$ cat config.mk
export PLATFORM = sky130hd
export DESIGN_NAME = mem_arbiter
export DESIGN_NICKNAME = d
export VERILOG_FILES = /design/src/rtl/mem_arbiter.sv
export SDC_FILE = /design/constraint.sdc
export NUM_CORES = 1
export LEC_CHECK = 0
export CORE_MARGIN = 2
export CORE_UTILIZATION = 43
export CTS_BUF_LIST = sky130_fd_sc_hd__clkbuf_8
export DETAILED_ROUTE_END_ITERATION = 8
export PLACE_DENSITY_LB_ADDON = 0.25
export SLEW_MARGIN = 20
export SYNTH_ARGS = -nofsm -noshare
export SYNTH_HDL_FRONTEND = slang
export SYNTH_SLANG_ARGS = --single-unit
$ cat constraint.sdc
create_clock -name clk -period 3.48 [get_ports clk]
set_input_delay 0.696 -clock clk [delete_from_list [all_inputs] [get_ports clk]]
set_output_delay 0.696 -clock clk [all_outputs]
set_load 0.1 [all_outputs]
$ cat src/rtl/mem_arbiter.sv
// mem_arbiter: fetch/data arbiter for one single-ported memory with ack timeout.
// Define MEM_ARB_RR_EN for round-robin tie breaking; default build lets data win ties.
module mem_arbiter #(
   parameter int ADDR_W  = 32,
   parameter int DATA_W  = 32,
   parameter int TIMEOUT = 255
) (
   input  logic              clk,
   input  logic              reset_n,
   input  logic              if_req,
   input  logic [ADDR_W-1:0] if_addr,
   output logic              if_gnt,
   output logic              if_valid,
   output logic [DATA_W-1:0] if_rdata,
   input  logic              dm_req,
   input  logic              dm_we,
   input  logic [ADDR_W-1:0] dm_addr,
   input  logic [DATA_W-1:0] dm_wdata,
   output logic              dm_gnt,
   output logic              dm_valid,
   output logic [DATA_W-1:0] dm_rdata,
   output logic              mem_req,
   output logic              mem_we,
   output logic [ADDR_W-1:0] mem_addr,
   output logic [DATA_W-1:0] mem_wdata,
   input  logic              mem_ack,
   input  logic [DATA_W-1:0] mem_rdata,
   output logic              bus_err,
   output logic              cpu_stall
);
   localparam int CW = TIMEOUT > 1 ? $clog2(TIMEOUT + 1) : 1;
   typedef enum logic [1:0] {IDLE, IF_BUSY, DM_BUSY} state_t;
   state_t state, next_state;
   logic [CW-1:0] cnt;
   logic if_elig, dm_elig, grant_if, grant_dm, timed_out, done;
`ifdef MEM_ARB_RR_EN
   logic last_dm;
   always_ff @(posedge clk or negedge reset_n)
      if (!reset_n) last_dm <= 1'b0;
      else if (grant_dm | grant_if) last_dm <= grant_dm;
`endif
   always_ff @(posedge clk or negedge reset_n)
      if (!reset_n) state <= IDLE;
      else state <= next_state;
   always_comb
      next_state = (state == IDLE) ? (grant_dm ? DM_BUSY : grant_if ? IF_BUSY : IDLE) :
                   done ? IDLE : state;
   // A port's req is still high in its own valid cycle; that stale level must not re-grant.
   always_comb begin
      if_elig = if_req & ~if_valid;
      dm_elig = dm_req & ~dm_valid;
`ifdef MEM_ARB_RR_EN
      grant_dm = (state == IDLE) & dm_elig & (~if_elig | ~last_dm);
`else
      grant_dm = (state == IDLE) & dm_elig;
`endif
      grant_if = (state == IDLE) & if_elig & ~grant_dm;
      timed_out = (TIMEOUT != 0) && (cnt == CW'(TIMEOUT - 1)) && !mem_ack;
      done = (state != IDLE) && (mem_ack || timed_out);
      mem_req = state != IDLE;
      cpu_stall = (if_req & ~if_valid) | (dm_req & ~dm_valid);
   end
   always_ff @(posedge clk or negedge reset_n) begin
      if (!reset_n) begin
         {if_gnt, dm_gnt, if_valid, dm_valid, bus_err, mem_we} <= '0;
         mem_addr <= '0;
         mem_wdata <= '0;
         if_rdata <= '0;
         dm_rdata <= '0;
         cnt <= '0;
      end else begin
         if_gnt <= grant_if;
         dm_gnt <= grant_dm;
         if_valid <= done && state == IF_BUSY;
         dm_valid <= done && state == DM_BUSY;
         bus_err <= done && !mem_ack;
         if (grant_dm | grant_if) begin
            mem_addr <= grant_dm ? dm_addr : if_addr;
            mem_we <= grant_dm & dm_we;
            mem_wdata <= grant_dm ? dm_wdata : '0;
            cnt <= '0;
         end else if (state != IDLE) cnt <= cnt + 1'b1;
         if (done && state == IF_BUSY) if_rdata <= mem_ack ? mem_rdata : '0;
         if (done && state == DM_BUSY && (!mem_ack || !mem_we)) dm_rdata <= mem_ack ? mem_rdata : '0;
      end
   end
endmodule

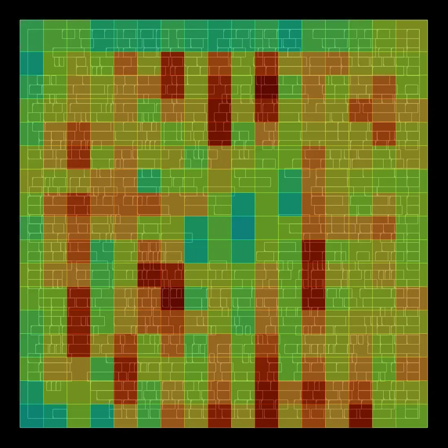
(images/congestion_map.png)
met1 Use GR: 30.8%
grt met2 use: 39.6%
drt wl/cell: 18.1 um
met3 GRT Util: 6.23%
GRT Total Usage: 24.5%

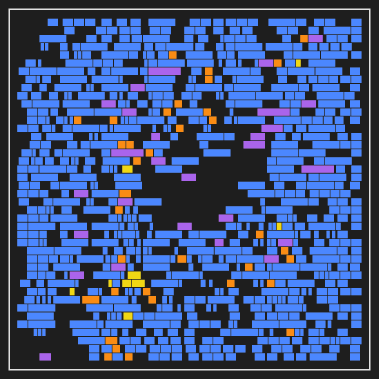
(images/sizing.png)
Scale: 3 px per um.
x1 and smaller -> blue  # cells 701
x2 -> yellow  # cells 9
x3 and x4 -> orange  # cells 35
x6 and larger -> purple  # cells 27

==> impl_metrics.tcl <==
# place-and-route summary
set metrics [dict create \
    maxCapViolCount 0 \
    final_cells 948 \
    dp_hpwl_mm 12.4 \
    drt.antenna.violating_nets 0 \
    worst_slew_pin_slew_ps 1020 \
    synth_cell_types 31 \
    globalplace.congestion 0.863 \
    ys_warn_count 0 \
    finalCriticalPeriod_ps 2710 \
    grt_max_degree 91 \
    syn_to_final_growth_pct 57.0 \
    r2r_setup_slack_ps 1210 \
    clock_skew_ps 13.9 \
    ys_cells 494 \
    clockBufferDepth 2 \
    cts_root_buf "clkbuf_8" \
    dp.cells 916 \
    cp.required_ps 2780 \
    io_pins 270 \
    dpl-instance-area_um2 8600 \
    vias 4966 \
    worstPathCellList "clkdlybuf4s50_1" \
    htree_levels 4 \
    yosys-top-cells-area "dfrtp_1, a22o_1, nand2_1" \
    io_buffer_count 269 \
    synth_seq_share_pct 62.6 \
    die_h_um 120 \
    die_w_um 120 \
    clkLatencyLatePin_ps 440 \
    antenna_found_initial 0 \
    synth_area_um2 5760 \
    grt_overflow 0 \
    fmax_mhz 369 \
    rows 42 \
    synthesis.nets 630 \
    setup_violations 0 \
    layout-drive-gt1-share_pct 9.20 \
    start_kind "register" \
    finalNetCount 895 \
    numCtsBuffers 17 \
    cts_setup_buffers 0 \
    cts_sinks 144 \
    cts-hold-fix-buffers 0 \
    status "completed" \
    hp-class "in2async" \
    async_reset_ff_share_pct 100 \
    cts_resized 0 \
    routed_wl_mm 17.2 \
    r2r-end "if_rdata[6]" \
    initCoreUtil_pct 43.8 \
    slowest_delay_ps 1160 \
    drt_pass1_iterations 4 \
    final_cell_area_um2 9040 \
    antenna_cells 0 \
    syn_area_per_cell_um2 11.7 \
    grt_pass1_vias 5141 \
    yosysTopAreaCellShare_pct 62.6 \
    criticalPathCategory "reg2out" \
    dr.first_iter.drc_count 352 \
    synth-area-yosys_um2 5760 \
    hold_violations 0 \
]
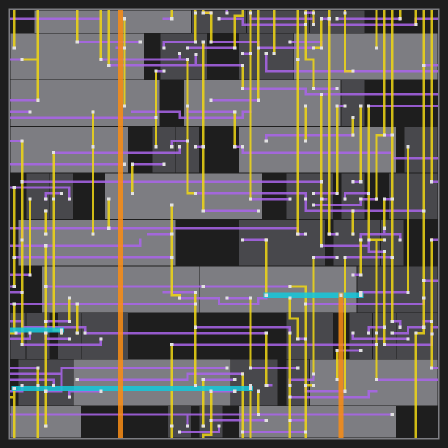
(images/closeup.png)
Window x 17 to 42, y 77 to 102 um. Cells in grey, sequential cells in the stronger grey; small squares are vias.
M2 -> yellow
M4 -> orange
M1 -> purple
M3 -> cyan
sequential cells in the window = 13
cells with their middle in the window = 39
netlist names of flops here include = `dm_rdata` (7), `if_rdata` (6)
most frequent = nand2_1 (14), dfrtp_1 (13), a22oi_1 (5)

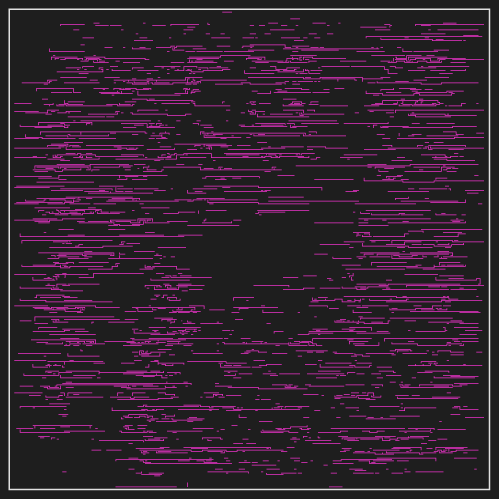
(images/m1.png)
Scale: 4 px per um.
share of all routed wire = 41%
nets with wire on the layer = 761
wire length on this layer = 7020 um
main direction = horizontal

metrics by stage:
step / setup slack [ps] / util [%]
finish: 771 / 68.8
global route: 689 / 68.8
CTS: 751 / 68.8
detailed placement: 763 / 65.5
global placement: 800 / 65.5
floorplan: 1050 / -
worst min path at each step:
stage	from	end	slack [ps]	cells after the start
6_report	reset_n	dm_rdata[22]	290	1
5_1_grt	reset_n	mem_wdata[26]	360	1
4_1_cts	reset_n	dm_rdata[23]	330	1
3_5_place_dp	mem_addr[4]	mem_addr[4]	470	2
3_3_place_gp	mem_addr[9]	mem_addr[9]	470	2
2_1_floorplan	reset_n	bus_err	400	0
state kept, by name, summed over array words and instances (netlist names):
| register | count |
|---|---|
| dm_rdata | 32 |
| if_rdata | 32 |
| mem_addr | 32 |
| mem_wdata | 32 |
| cnt | 8 |
| state | 2 |
| bus_err | 1 |
| dm_gnt | 1 |
| dm_valid | 1 |
| if_gnt | 1 |
| if_valid | 1 |
| mem_we | 1 |
Yosys cell counts, types with 2 or more instances:
| master | number |
|---|---|
| a21o_1 | 2 |
| a22o_1 | 65 |
| ha_1 | 2 |
| buf_4 | 3 |
| nand3_1 | 2 |
| o21ai_0 | 30 |
| nand2b_1 | 3 |
| inv_1 | 3 |
| o21ai_1 | 8 |
| xnor2_1 | 2 |
| nor2_1 | 7 |
| nor3_1 | 5 |
| buf_2 | 7 |
| clkbuf_1 | 22 |
| mux2i_1 | 32 |
| a22oi_1 | 32 |
| buf_6 | 3 |
| dfrtp_1 | 144 |
| a21oi_1 | 5 |
| nor2b_1 | 3 |
| nand2_1 | 104 |
placed cells by master (no fill, tap or decap), types with 3 or more instances in the layout:
master,instances
a21oi_1,5
a22o_1,65
a22oi_1,32
buf_4,28
bufinv_16,4
clkbuf_8,18
clkdlybuf4s50_1,250
clkinv_2,3
clkinvlp_4,3
dfrtp_1,144
inv_1,4
mux2i_1,32
nand2_1,104
nand2b_1,3
nor2_1,6
nor2b_1,3
nor3_1,4
o21ai_0,30
o21ai_1,7
cells by family after synthesis:
family / share of synthesized area (%)
fa+ha+maj: 0.435
buf+inv: 3.28
mux: 5.56
compound gates: 18.5
xor+xnor: 0.457
simple gates: 9.19
flops: 62.6
metal layers:
| layer | GRT usage (%) | part of all wire (%) | up-vias |
|---|---|---|---|
| li1 | - | - | 2293 |
| met2 | 39.6 | 48 | 245 |
| met3 | 6.23 | 6.9 | 49 |
| met5 | 0 | 0 | - |
| met1 | 30.8 | 41 | 2379 |
| met4 | 11.9 | 4.0 | 0 |
final cells by class:
class	instances	area (um^2)
clock buffers	18	248
clock inverters	14	188
fillers	997	4100
inverters	4	15.0
multi-input cells	311	2000
flip-flops and latches	144	3600
well taps	176	220
repair buffers	281	2760
